Fig. 1: cell sizes after repair
(4 px per um)
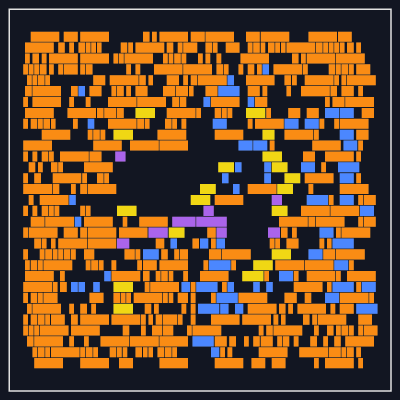
Fig. 2: routing congestion map
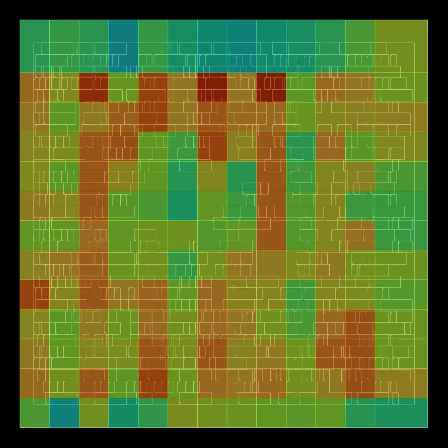
$ cat src/rtl/stage_mem_if.sv
// EX -> MEM -> WB signal bundle plus the data-memory request/acknowledge bus.
// No logic here; timing is set by stage_mem.
// Backpressure is carried by in_ready toward EX.
interface stage_mem_if #(
    parameter int ADDR_W = 30
);
    logic              in_valid;
    logic              in_ready;
    logic [31:0]       ans_ex;
    logic [4:0]        rw_ex;
    logic [31:0]       b_ex;
    logic              wreg_ex;
    logic              m2reg_ex;
    logic              wmem_ex;

    logic              mem_req;
    logic              mem_we;
    logic [ADDR_W-1:0] mem_addr;
    logic [31:0]       mem_wdata;
    logic [31:0]       mem_rdata;
    logic              mem_ack;

    logic              wb_valid;
    logic              wb_wreg;
    logic [4:0]        wb_rw;
    logic [31:0]       wb_data;
    logic              misalign_err;

    // stage_mem side
    modport slave (
        input  in_valid, ans_ex, rw_ex, b_ex, wreg_ex, m2reg_ex, wmem_ex,
        input  mem_rdata, mem_ack,
        output in_ready,
        output mem_req, mem_we, mem_addr, mem_wdata,
        output wb_valid, wb_wreg, wb_rw, wb_data, misalign_err
    );

    // EX / memory / WB side
    modport master (
        output in_valid, ans_ex, rw_ex, b_ex, wreg_ex, m2reg_ex, wmem_ex,
        output mem_rdata, mem_ack,
        input  in_ready,
        input  mem_req, mem_we, mem_addr, mem_wdata,
        input  wb_valid, wb_wreg, wb_rw, wb_data, misalign_err
    );
endinterface

$ cat src/rtl/stage_mem.sv
// MIPS MEM stage: registers EX results and runs word loads/stores on a req/ack bus.
// Latency: ALU ops 1 cycle; memory ops accept + bus latency + 1.
// Backpressure: in_ready is low while a bus access is outstanding.
module stage_mem #(
    parameter int ADDR_W = 30
) (
    input  logic        clk,
    input  logic        rst,
    stage_mem_if.slave  bus
);
    typedef enum logic {IDLE, BUSY} state_t;

    state_t state, state_n;

    logic       cap_store;
    logic       cap_wreg;
    logic [4:0] cap_rw;

    logic accept;
    logic is_mem;
    logic misaligned;
    logic mem_go;

    assign bus.in_ready = (state == IDLE);
    assign accept       = bus.in_valid && bus.in_ready;
    assign is_mem       = bus.m2reg_ex || bus.wmem_ex;
    assign misaligned   = (bus.ans_ex[1:0] != 2'b00);
    assign mem_go       = accept && is_mem && !misaligned;

    always_ff @(posedge clk) begin
        if (rst) state <= IDLE;
        else     state <= state_n;
    end

    always_comb begin
        state_n = state;
        case (state)
            IDLE: if (mem_go) state_n = BUSY;
            BUSY: if (bus.mem_ack) state_n = IDLE;
            default: state_n = IDLE;
        endcase
    end

    always_ff @(posedge clk) begin
        if (rst) begin
            bus.mem_req      <= 1'b0;
            bus.mem_we       <= 1'b0;
            bus.mem_addr     <= '0;
            bus.mem_wdata    <= '0;
            bus.wb_valid     <= 1'b0;
            bus.wb_wreg      <= 1'b0;
            bus.wb_rw        <= '0;
            bus.wb_data      <= '0;
            bus.misalign_err <= 1'b0;
            cap_store        <= 1'b0;
            cap_wreg         <= 1'b0;
            cap_rw           <= '0;
        end else begin
            bus.wb_valid     <= 1'b0;
            bus.wb_wreg      <= 1'b0;
            bus.misalign_err <= 1'b0;

            if (state == IDLE && accept) begin
                if (!is_mem) begin
                    bus.wb_valid <= 1'b1;
                    bus.wb_data  <= bus.ans_ex;
                    bus.wb_rw    <= bus.rw_ex;
                    bus.wb_wreg  <= bus.wreg_ex && (bus.rw_ex != 5'd0);
                end else if (misaligned) begin
                    bus.misalign_err <= 1'b1;
                    bus.wb_valid     <= 1'b1;
                    bus.wb_rw        <= bus.rw_ex;
                    bus.wb_data      <= '0;
                end else begin
                    // wmem dominates when both m2reg and wmem are set
                    bus.mem_req   <= 1'b1;
                    bus.mem_we    <= bus.wmem_ex;
                    bus.mem_addr  <= bus.ans_ex[ADDR_W+1:2];
                    bus.mem_wdata <= bus.b_ex;
                    cap_store     <= bus.wmem_ex;
                    cap_wreg      <= bus.wreg_ex;
                    cap_rw        <= bus.rw_ex;
                end
            end else if (state == BUSY && bus.mem_ack) begin
                bus.mem_req  <= 1'b0;
                bus.wb_valid <= 1'b1;
                bus.wb_rw    <= cap_rw;
                if (cap_store) begin
                    bus.wb_data <= '0;
                end else begin
                    bus.wb_data <= bus.mem_rdata;
                    bus.wb_wreg <= cap_wreg && (cap_rw != 5'd0);
                end
            end
        end
    end
endmodule

$ cat src/flat_wrapper.sv
// flat-port wrapper written by rule: the top's interface ports become plain ports
module stage_mem_flat 
#(
    parameter int ADDR_W = 30
)
  (clk, rst, bus_in_valid, bus_ans_ex, bus_rw_ex, bus_b_ex, bus_wreg_ex, bus_m2reg_ex, bus_wmem_ex, bus_mem_rdata, bus_mem_ack, bus_in_ready, bus_mem_req, bus_mem_we, bus_mem_addr, bus_mem_wdata, bus_wb_valid, bus_wb_wreg, bus_wb_rw, bus_wb_data, bus_misalign_err);
  stage_mem_if #(.ADDR_W(ADDR_W)) bus_i ();
  input  logic clk;
  input  logic rst;
  input wire logic [$bits(bus_i.in_valid)-1:0] bus_in_valid;
  input wire logic [$bits(bus_i.ans_ex)-1:0] bus_ans_ex;
  input wire logic [$bits(bus_i.rw_ex)-1:0] bus_rw_ex;
  input wire logic [$bits(bus_i.b_ex)-1:0] bus_b_ex;
  input wire logic [$bits(bus_i.wreg_ex)-1:0] bus_wreg_ex;
  input wire logic [$bits(bus_i.m2reg_ex)-1:0] bus_m2reg_ex;
  input wire logic [$bits(bus_i.wmem_ex)-1:0] bus_wmem_ex;
  input wire logic [$bits(bus_i.mem_rdata)-1:0] bus_mem_rdata;
  input wire logic [$bits(bus_i.mem_ack)-1:0] bus_mem_ack;
  output wire logic [$bits(bus_i.in_ready)-1:0] bus_in_ready;
  output wire logic [$bits(bus_i.mem_req)-1:0] bus_mem_req;
  output wire logic [$bits(bus_i.mem_we)-1:0] bus_mem_we;
  output wire logic [$bits(bus_i.mem_addr)-1:0] bus_mem_addr;
  output wire logic [$bits(bus_i.mem_wdata)-1:0] bus_mem_wdata;
  output wire logic [$bits(bus_i.wb_valid)-1:0] bus_wb_valid;
  output wire logic [$bits(bus_i.wb_wreg)-1:0] bus_wb_wreg;
  output wire logic [$bits(bus_i.wb_rw)-1:0] bus_wb_rw;
  output wire logic [$bits(bus_i.wb_data)-1:0] bus_wb_data;
  output wire logic [$bits(bus_i.misalign_err)-1:0] bus_misalign_err;
  assign bus_i.in_valid = bus_in_valid;
  assign bus_i.ans_ex = bus_ans_ex;
  assign bus_i.rw_ex = bus_rw_ex;
  assign bus_i.b_ex = bus_b_ex;
  assign bus_i.wreg_ex = bus_wreg_ex;
  assign bus_i.m2reg_ex = bus_m2reg_ex;
  assign bus_i.wmem_ex = bus_wmem_ex;
  assign bus_i.mem_rdata = bus_mem_rdata;
  assign bus_i.mem_ack = bus_mem_ack;
  assign bus_in_ready = bus_i.in_ready;
  assign bus_mem_req = bus_i.mem_req;
  assign bus_mem_we = bus_i.mem_we;
  assign bus_mem_addr = bus_i.mem_addr;
  assign bus_mem_wdata = bus_i.mem_wdata;
  assign bus_wb_valid = bus_i.wb_valid;
  assign bus_wb_wreg = bus_i.wb_wreg;
  assign bus_wb_rw = bus_i.wb_rw;
  assign bus_wb_data = bus_i.wb_data;
  assign bus_misalign_err = bus_i.misalign_err;
  stage_mem #(.ADDR_W(ADDR_W)) u_core (.clk(clk), .rst(rst), .bus(bus_i));
endmodule
$ cat config.mk
export PLATFORM = sky130hd
export DESIGN_NAME = stage_mem_flat
export DESIGN_NICKNAME = d
export VERILOG_FILES = /design/src/rtl/stage_mem_if.sv /design/src/rtl/stage_mem.sv /design/src/flat_wrapper.sv
export SDC_FILE = /design/constraint.sdc
export NUM_CORES = 1
export LEC_CHECK = 0
export ABC_CLOCK_PERIOD_IN_PS = 2000
export CORE_MARGIN = 3
export CORE_UTILIZATION = 55
export DETAILED_ROUTE_END_ITERATION = 6
export DONT_BUFFER_PORTS = 1
export GPL_TIMING_DRIVEN = 0
export MAX_ROUTING_LAYER = met4
export PLACE_DENSITY_LB_ADDON = 0.2
export SYNTH_ARGS = -nofsm -noshare
export SYNTH_HDL_FRONTEND = slang
export SYNTH_SLANG_ARGS = --single-unit
$ cat constraint.sdc
create_clock -name clk -period 2 [get_ports clk]
set_clock_uncertainty 0.15 [all_clocks]
set_input_delay 0.4 -clock clk [delete_from_list [all_inputs] [get_ports clk]]
set_output_delay 0.4 -clock clk [all_outputs]
set_load 0.02 [all_outputs]
==> flow_metrics.env <==
# source this file to load flow results
export IMPL_drive_gt1_share_pct=15.99
export IMPL_mi_logic_area_sq_um=1887
export IMPL_clk_pin_slew_ns=0.11
export IMPL_ant_nets=0
export IMPL_yosysWarnings=0
export IMPL_edf_count=0
export IMPL_core_sq_um=7486
export IMPL_post_cts_setup_buffers=0
export IMPL_dp_hpwl_mm=8.947
export IMPL_synthDominantCellAreaShare_pct=50.90
export IMPL_ys_area_sq_um=4365
export IMPL_die_w_um=95.09
export IMPL_status="finished clean"
export IMPL_p_switching_mw=1.233
export IMPL_setup_violations=0
export IMPL_drv_slew=0
export IMPL_clkLatencyLatePin_ns=0.36
export IMPL_cp_start_kind="flop"
export IMPL_cp_end_kind="flop"
export IMPL_fin_hold_ws_ns=0.008062
export IMPL_max_slew_margin_rel_pct=57.03
export IMPL_port_buffers=0
export IMPL_combPwrFrac_pct=11.0
export IMPL_viasPerCell=5.783
export IMPL_ir_drop_uv=444.8
export IMPL_core_util_floorplan_pct=58.32
export IMPL_hold_depth=2
export IMPL_routed_wl_mm=12.10
export IMPL_netlist_instances=502
export IMPL_biggestCellCategory="flip-flops and latches"
export IMPL_power_leakage_nw=1.710
export IMPL_clk_share_pct=3.722
export IMPL_die_h_um=95.09
export IMPL_grt_overflow=0
export IMPL_non_clock_inverter_count=1
export IMPL_synth_cell_type_count=32
export IMPL_p_seq_share_pct=59.6
export IMPL_clock_buffers=10
export IMPL_cp_data_required_time_ns=2.08
export IMPL_row_count=31
export IMPL_p_per_area_nw_per_um2=869.4
export IMPL_place_worst_setup_slack_ns=0.07183
export IMPL_drt_iter0_drc=141
export IMPL_synthFlopType="dfxtp_1"
export IMPL_setup_tns_ns=0
export IMPL_r2r_cells=6
export IMPL_nFillCells=659
export IMPL_seq_area_share_pct=45.59
export IMPL_cts_buffers=9
export IMPL_pg_comb_uw=465
export IMPL_num_vias=3684
export IMPL_grt_max_degree=19
export IMPL_layout_top_cells="nand2_1 (148), dfxtp_1 (111), a21oi_1 (71)"
export IMPL_period_used_pct=92.35
export IMPL_dr_pass1_iters=5
export IMPL_cts_max_path_buffers=2
export IMPL_warnings=26
export IMPL_routedWlPerCell_um=19.00
export IMPL_drc=0
export IMPL_crit_arrival_ns=1.92
export IMPL_grt_pass1_wl_mm=17.89
export IMPL_ff_count=111
export IMPL_flop_area_sq_um=2222
export IMPL_tritoncts="yes"
export IMPL_async_flop_share_pct=0
export IMPL_tap_cell_count=99
export IMPL_io_pins=213
export IMPL_lay_top_count="nand2_1"
export IMPL_syn_avg_cell_area_sq_um=8.696
export IMPL_drv_cap=0
export IMPL_p_clk_mw=1.25
export IMPL_sh_comb_area_pct=38.71
export IMPL_synth_nets=610
export IMPL_chip_area_sq_um=9042
export IMPL_tightest_slew_ns=0.6446
export IMPL_ys_flops=111
export IMPL_grt_usage_pct=26.19
export IMPL_top_power_group="sequential cells"
export IMPL_topCellsByArea="dfxtp_1 (51%), nand2_1 (13%), a21oi_1 (8.1%), a221oi_1 (5.2%), nor3_2 (4.4%)"
export IMPL_layout_nets=641
export IMPL_clkSinkCount=111
export IMPL_intPower_mw=3.005
export IMPL_finalWeightedCongestion=0.7896
export IMPL_rsz0062_at_grt="no"
export IMPL_pwr_share_clk_pct=29.5
export IMPL_p_seq_mw=2.52
export IMPL_timing_hold_violations_final=0
export IMPL_syn_area_sq_um=4365
export IMPL_finalCriticalPeriod_ns=1.847
Notes on Fig. 1 above:
size	color	cells	share
_2 cells	blue	58	11%
_3 and _4 cells	purple	9	1.7%
_0 and _1 cells	orange	452	84%
_6 and larger	yellow	19	3.5%
fin area: 4875 sq um
final worst slack: 0.1530 ns
Repair and plain buffers: 62
P&R area growth vs syn: 11.67%

Notes on Fig. 2 above:
Final Util: 65.12%
met3 GRT Util: 9.629%
Top Usage Layer GRT: met2

stage by stage:
stage	util, %	power (mW)	instance area (sq um)	cells
2_1_floorplan	-	2.899	4365	502
3_3_place_gp	59.97	2.990	4489	601
3_5_place_dp	59.97	3.007	4489	601
4_1_cts	63.73	4.240	4771	627
5_1_grt	65.12	4.408	4875	637
6_report	65.12	4.238	4875	637
layer usage:
layer | GRT usage [%] | share of wire (%) | vias to the layer above
li1 | - | - | 1776
met4 | 7.692 | 1.3 | 0
met3 | 9.629 | 12 | 16
met2 | 42.86 | 49 | 191
met5 | - | 0 | -
met1 | 30.06 | 37 | 1701
worst paths after layout:
check	start	endpoint	slack (ns)
max reg2reg	u_core.state	u_core.bus.wb_data[4]	0.15
max	u_core.state	u_core.bus.wb_data[4]	0.15
min reg2reg	u_core.cap_wreg	u_core.cap_wreg	0.33
min	bus_b_ex[5]	u_core.bus.mem_wdata[5]	0.008
worst max-delay path, cell delays in order, from the launching register on:
cell	delay, ns
dfxtp_1	0.47
nand2b_4	0.18
buf_6	0.14
o31ai_4	0.13
buf_6	0.20
a221oi_1	0.37
nor3_2	0.08
Yosys cell counts (all sizes together), types with 2 or more instances:
cell,number
nand2,148
or4,2
a21oi,71
nor3,33
a221oi,32
dfxtp,111
or2,2
clkbuf,15
buf,27
nor2,43
a311oi,5
kinds of logic after synthesis:
group / share of synthesized area [%]
and+or+nand+nor: 24.68
AOI/OAI and AO/OA: 18.29
DFF: 50.90
buffers and inverters: 5.875
muxes: 0.2579
repair_timing:
| action | CTS | global route |
|---|---|---|
| hold buffers | 10 | 10 |
| endpoints found under the hold margin | 10 | 10 |
| endpoints found under the setup margin | 0 | 20 |
| resized | 0 | 6 |
Power figures rest on the tool's default switching activity, not on a simulated workload.
